### config.mk
export PLATFORM = sky130hd
export DESIGN_NAME = factor_engine
export DESIGN_NICKNAME = d
export VERILOG_FILES = /design/src/rtl/factor_engine.sv
export SDC_FILE = /design/constraint.sdc
export NUM_CORES = 1
export LEC_CHECK = 0
export CAP_MARGIN = 20
export CORE_MARGIN = 3
export CORE_UTILIZATION = 60
export CTS_BUF_LIST = sky130_fd_sc_hd__clkbuf_2 sky130_fd_sc_hd__clkbuf_4 sky130_fd_sc_hd__clkbuf_8
export CTS_CLUSTER_SIZE = 16
export DETAILED_ROUTE_END_ITERATION = 8
export PLACE_DENSITY = 0.82
export SLEW_MARGIN = 5
export SYNTH_ARGS = -nofsm -noshare
export SYNTH_HDL_FRONTEND = slang
export SYNTH_SLANG_ARGS = --single-unit
### constraint.sdc
create_clock -name clk -period 3.3 [get_ports clk]
set_input_delay 0.66 -clock clk [delete_from_list [all_inputs] [get_ports clk]]
set_output_delay 0.66 -clock clk [all_outputs]
set_load 0.05 [all_outputs]
### src/rtl/factor_engine.sv
// Trial-division factoriser: finds the smallest prime factor and cofactor of an
// unsigned operand using repeated subtraction and an incrementally tracked d*d bound.
module factor_engine #(
  parameter int WIDTH = 8
) (
  input  logic             clk,
  input  logic             reset,
  input  logic             start,
  input  logic [WIDTH-1:0] number,
  output logic             busy,
  output logic             done,
  output logic [WIDTH-1:0] factor,
  output logic [WIDTH-1:0] cofactor,
  output logic             is_prime
);

  localparam int SQW = 2 * WIDTH + 1;

  typedef enum logic [1:0] {
    IDLE,
    TRIAL,
    FINISH
  } state_e;

  state_e           state_q;
  logic [WIDTH-1:0] n_q;
  logic [WIDTH-1:0] d_q;
  logic [WIDTH-1:0] r_q;
  logic [WIDTH-1:0] q_q;
  logic [SQW-1:0]   sq_q;
  logic             busy_q;
  logic             done_q;
  logic [WIDTH-1:0] factor_q;
  logic [WIDTH-1:0] cofactor_q;
  logic             isPrime_q;

  logic [SQW-1:0]   sq_d;
  logic [WIDTH-1:0] r_d;
  logic [WIDTH-1:0] q_d;
  logic [WIDTH-1:0] d_d;
  logic             sqOver;
  logic             rGeD;
  logic             rZero;

  // (d+1)^2 = d^2 + 2d + 1, where {d,1} is exactly 2d+1 in the wider sq width
  assign sq_d   = sq_q + {{WIDTH{1'b0}}, d_q, 1'b1};
  assign r_d    = r_q - d_q;
  assign q_d    = q_q + WIDTH'(1);
  assign d_d    = d_q + WIDTH'(1);
  assign sqOver = sq_q > {{(WIDTH + 1){1'b0}}, n_q};
  assign rGeD   = r_q >= d_q;
  assign rZero  = r_q == '0;

  always_ff @(posedge clk) begin
    if (reset) begin
      state_q    <= IDLE;
      n_q        <= '0;
      d_q        <= '0;
      r_q        <= '0;
      q_q        <= '0;
      sq_q       <= '0;
      busy_q     <= 1'b0;
      done_q     <= 1'b0;
      factor_q   <= '0;
      cofactor_q <= '0;
      isPrime_q  <= 1'b0;
    end else begin
      case (state_q)
        IDLE: begin
          done_q <= 1'b0;
          busy_q <= 1'b0;
          if (start) begin
            if (number < WIDTH'(2)) begin
              // 0 and 1 have no prime factor; report the operand itself
              factor_q   <= number;
              cofactor_q <= number;
              isPrime_q  <= 1'b0;
              done_q     <= 1'b1;
              state_q    <= FINISH;
            end else begin
              n_q     <= number;
              d_q     <= WIDTH'(2);
              r_q     <= number;
              q_q     <= '0;
              sq_q    <= SQW'(4);
              busy_q  <= 1'b1;
              state_q <= TRIAL;
            end
          end
        end
        TRIAL: begin
          if (sqOver) begin
            factor_q   <= n_q;
            cofactor_q <= WIDTH'(1);
            isPrime_q  <= 1'b1;
            busy_q     <= 1'b0;
            done_q     <= 1'b1;
            state_q    <= FINISH;
          end else if (rGeD) begin
            r_q <= r_d;
            q_q <= q_d;
          end else if (rZero) begin
            factor_q   <= d_q;
            cofactor_q <= q_q;
            isPrime_q  <= 1'b0;
            busy_q     <= 1'b0;
            done_q     <= 1'b1;
            state_q    <= FINISH;
          end else begin
            // d does not divide n: move to the next candidate and restart the division
            d_q  <= d_d;
            sq_q <= sq_d;
            r_q  <= n_q;
            q_q  <= '0;
          end
        end
        FINISH: begin
          done_q  <= 1'b0;
          busy_q  <= 1'b0;
          state_q <= IDLE;
        end
        default: begin
          done_q  <= 1'b0;
          busy_q  <= 1'b0;
          state_q <= IDLE;
        end
      endcase
    end
  end

  assign busy     = busy_q;
  assign done     = done_q;
  assign factor   = factor_q;
  assign cofactor = cofactor_q;
  assign is_prime = isPrime_q;

endmodule

### The clock network

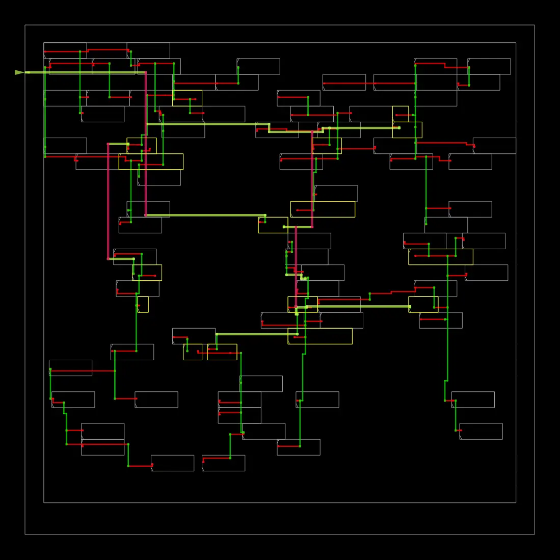
Sink Count: 70
Clock Skews: 0.0107 ns
Flops: 70

### Zoomed window

Region (37, 37) to (87, 87) um. Cells in gray, sequential cells in the stronger gray; small squares are vias.
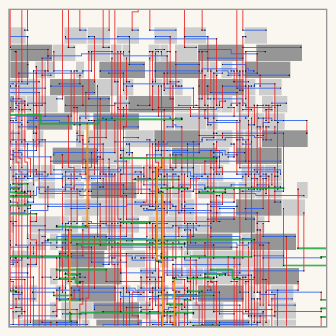
red -> metal 2
blue -> metal 1
orange -> metal 4
green -> metal 3
sequential cells in the window = 29
netlist names of flops here include = cofactor (8), q_q (8), n_q (5)
most frequent = dfxtp_1 (29), nand2_1 (28), a21oi_1 (25)
cells with their middle in the window = 190

==> Slide: Implementation Results <==
Run Summary

Critical path
  • Largest stage delay on the critical path: 0.55 ns
  • WS Path Type: reg2reg
  • Reg-to-Reg End: sq_q[3]
  • Critical Path Source Type: flop
  • Worst Path Arrival: between 3 and 4 ns
  • Reg2Reg Launch Point: d_q[0]
  • Flop2flop setup slack: 0.39 ns
  • Top delay family on crit path: simple AND/OR/NAND/NOR gates
  • Critical Path RT: 3.58 ns
  • Worst Setup EP: sq_q[3]
  • Endpoint class of the critical path: flop
  • Most frequent CP cell: a21oi_1
  • Worst path depth: 10
  • CP max FO: 12
  • R2r worst-path depth: 10
  • Buf/Inv on CP: 1
  • Crit path max-delay cell type: dfxtp_1
  • CP cell instances: ha_1, fa_1, nand2b_1, a21o_1, a21oi_1, nor2_2, a41oi_4, buf_4, or3_1, a21oi_1

Place
  • Routability cong.: 0.912
  • # port buffers: 29
  • DP HPWL: 7410 um
  • Cell Area, Placed: 4340 um^2
  • Post-place setup slack: about 0.44 ns

Final layout
  • Layout cells sized above 1: under 10%
  • Flip-flop and latch area: 1400 um^2
  • Filler cells: 500
  • Most frequent cells in the layout: 70 x dfxtp_1, 64 x a21oi_1, 64 x nand2_1
  • Area Growth Syn to Fin: 16.0%
  • Largest reg by FF count: sq_q
  • MI comb area: 2340 um^2
  • Comb/total area: 50.9%
  • Dominant logic cell type in the layout: dfxtp_1
  • Logic inverters: 25
  • Post-Route Utilization: 72.1%
  • Signal buffers: between 40 and 50
  • Final net count: about 570
  • Non-clock buffer share: 8.80%
  • Dominant class by area: multi-input combinational cells
  • Multi-input gates: around 380
  • Final cell count without fillers: 612
  • Seq/total area: a little under a third
  • Clkbuf count: 10
  • ClkCell Share: 5.76%
  • ANT cells: 0
  • Cell area after layout: 4610 um^2

Route
  • Drt pass-1 iters: 5
  • M1 WL: 4470 um
  • DR iter-0 viols: 279
  • Routed met2 length: 4930 um
  • Wirelength per Cell: 16.6 um
  • Routed vias/inst: 6.17
  • DR DRC count: 0
  • Highest metal used: met4
  • Post-route ant nets: 0
  • Met3 wire len: ~570 um

Job
  • Log Warnings: 26
  • Max cap viols: 0

Final timing
  • Final-report setup violation count: 0
  • Final worst slack: roughly 0.39 ns
  • Slew margin rel.: 63.1%
  • RSZ-0062 raised after global routing: false
  • Fmax: roughly 0.34 GHz
  • Final period util: about nine tenths
  • Fin. max-slew vios: 0

Power and ir drop
  • Biggest consumer: combinational logic
  • Power Density: 656 nW/um^2
  • Tot Pwr: 3020 uW
  • Max VDD drop: 0.444 mV
  • Clock net power: 917 uW
  • Pleak: 0.00178 uW
  • Int Pwr: 1900 uW
  • Power share of the combinational group: 37.4%
  • Sequential share of power: ~32%
  • Clock power frac: 30.3%
  • Sw Pwr: 1130 uW
  • Seq pwr: 975 uW

Synth
  • Post-Synth XOR/XNOR Area: under 10%
  • Cell area after synthesis: between 3000 and 4000 um^2
  • Cell taking the most area after synthesis: dfxtp_1
  • Yosys warns: 0
  • Asr flop ratio synth: 0%
  • Complex Gates by Area: 21.0%
  • Post-Synth Adder-Cell Area: under 10%
  • Simple-Gate Fraction of Synth Area: 26.1%
  • #FFs+latches synth: 70
  • Cells after synthesis: 499
  • Post-synth top cells: 70 x dfxtp_1, 64 x a21oi_1, 64 x nand2_1
  • Max-area cell share: 35.3%
  • Synth Net Count: 538
  • Most frequent cell after synthesis: dfxtp_1
  • EDFF count, synth: 0
  • Top logic family: simple AND/OR/NAND/NOR gates
  • Yosys Chip Area: 3970 um^2
  • Avg Inst Size Synth: 7.96 um^2
  • Main area contributors: dfxtp_1 35%, ha_1 8.2%, a21oi_1 8.1%
  • Netlist cell types: 58
  • Synth Seq Share: 35.3%
  • Yosys cell count: 499

Floorplanning
  • # rows: 29
  • Core Area: between 6000 and 7000 um^2
  • Die Y: 87.4 um
  • Well Taps: roughly 77
  • Die area: between 7000 and 8000 um^2
  • # IOs: 30
  • Die Span X: roughly 87 um
  • FP Util: 62.2%

Clock network
  • Longest Clk Path Bufs: 2
  • Insertion Delay late pin: 0.35 ns
  • # Post-CTS Setup Buffers: 0
  • Hold buffer count at cts: 0
  • CTS root buf: clkbuf_8
  • CTS tree: built
  • Clk slew on worst S/H paths: 0.08 ns
  • CTS H-tree lvls: 3
  • Total CTS buffers: 9

Worst hold path
  • Worst hold path class: reg2reg
  • Min-Delay Startpoint: cofactor[3]
  • Hold path depth: 2
  • WHS Endpoint: cofactor[3]

GRT
  • First-pass GRT wire length: ~17000 um
  • Busiest grt layer: met2
  • Met3 Use GR: 5.58%
  • Overall routing resource usage: between 20% and 30%
  • Initial antenna violation count: 0
  • Largest net degree at the start of global routing: 30
  • Grt met1 use: 36.8%
  • Total gr overflow: 0
  • M2 GR Usage: 45.8%

Run status
  • Status: finished clean
### I/O pins on the die edge

Scale: 4 px per um. Pins as bars across the die edge, other pins in gray.
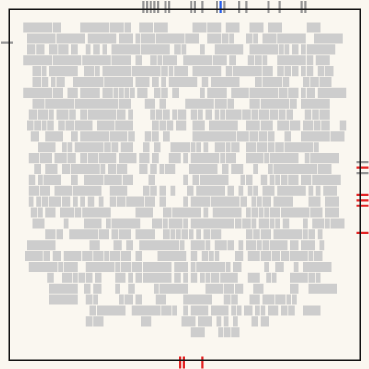
blue -> done  # pins 1, direction output, edge top
red -> number  # pins 8, direction input, edge 5 right, 3 bottom

### Signal wires on met4

Scale: 4 px per um. Supply wires on this layer in gray. Cells faint in the background.
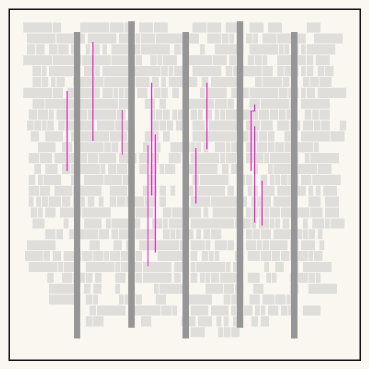
longest straight run = 29.9 um
wire length on this layer = 224 um
main direction = vertical
nets with wire on the layer = 9
share of all routed wire = 2.2%
WL final: 10200 um
via count: 3777

No activity file was given, so power comes from the tool's default toggle rates.
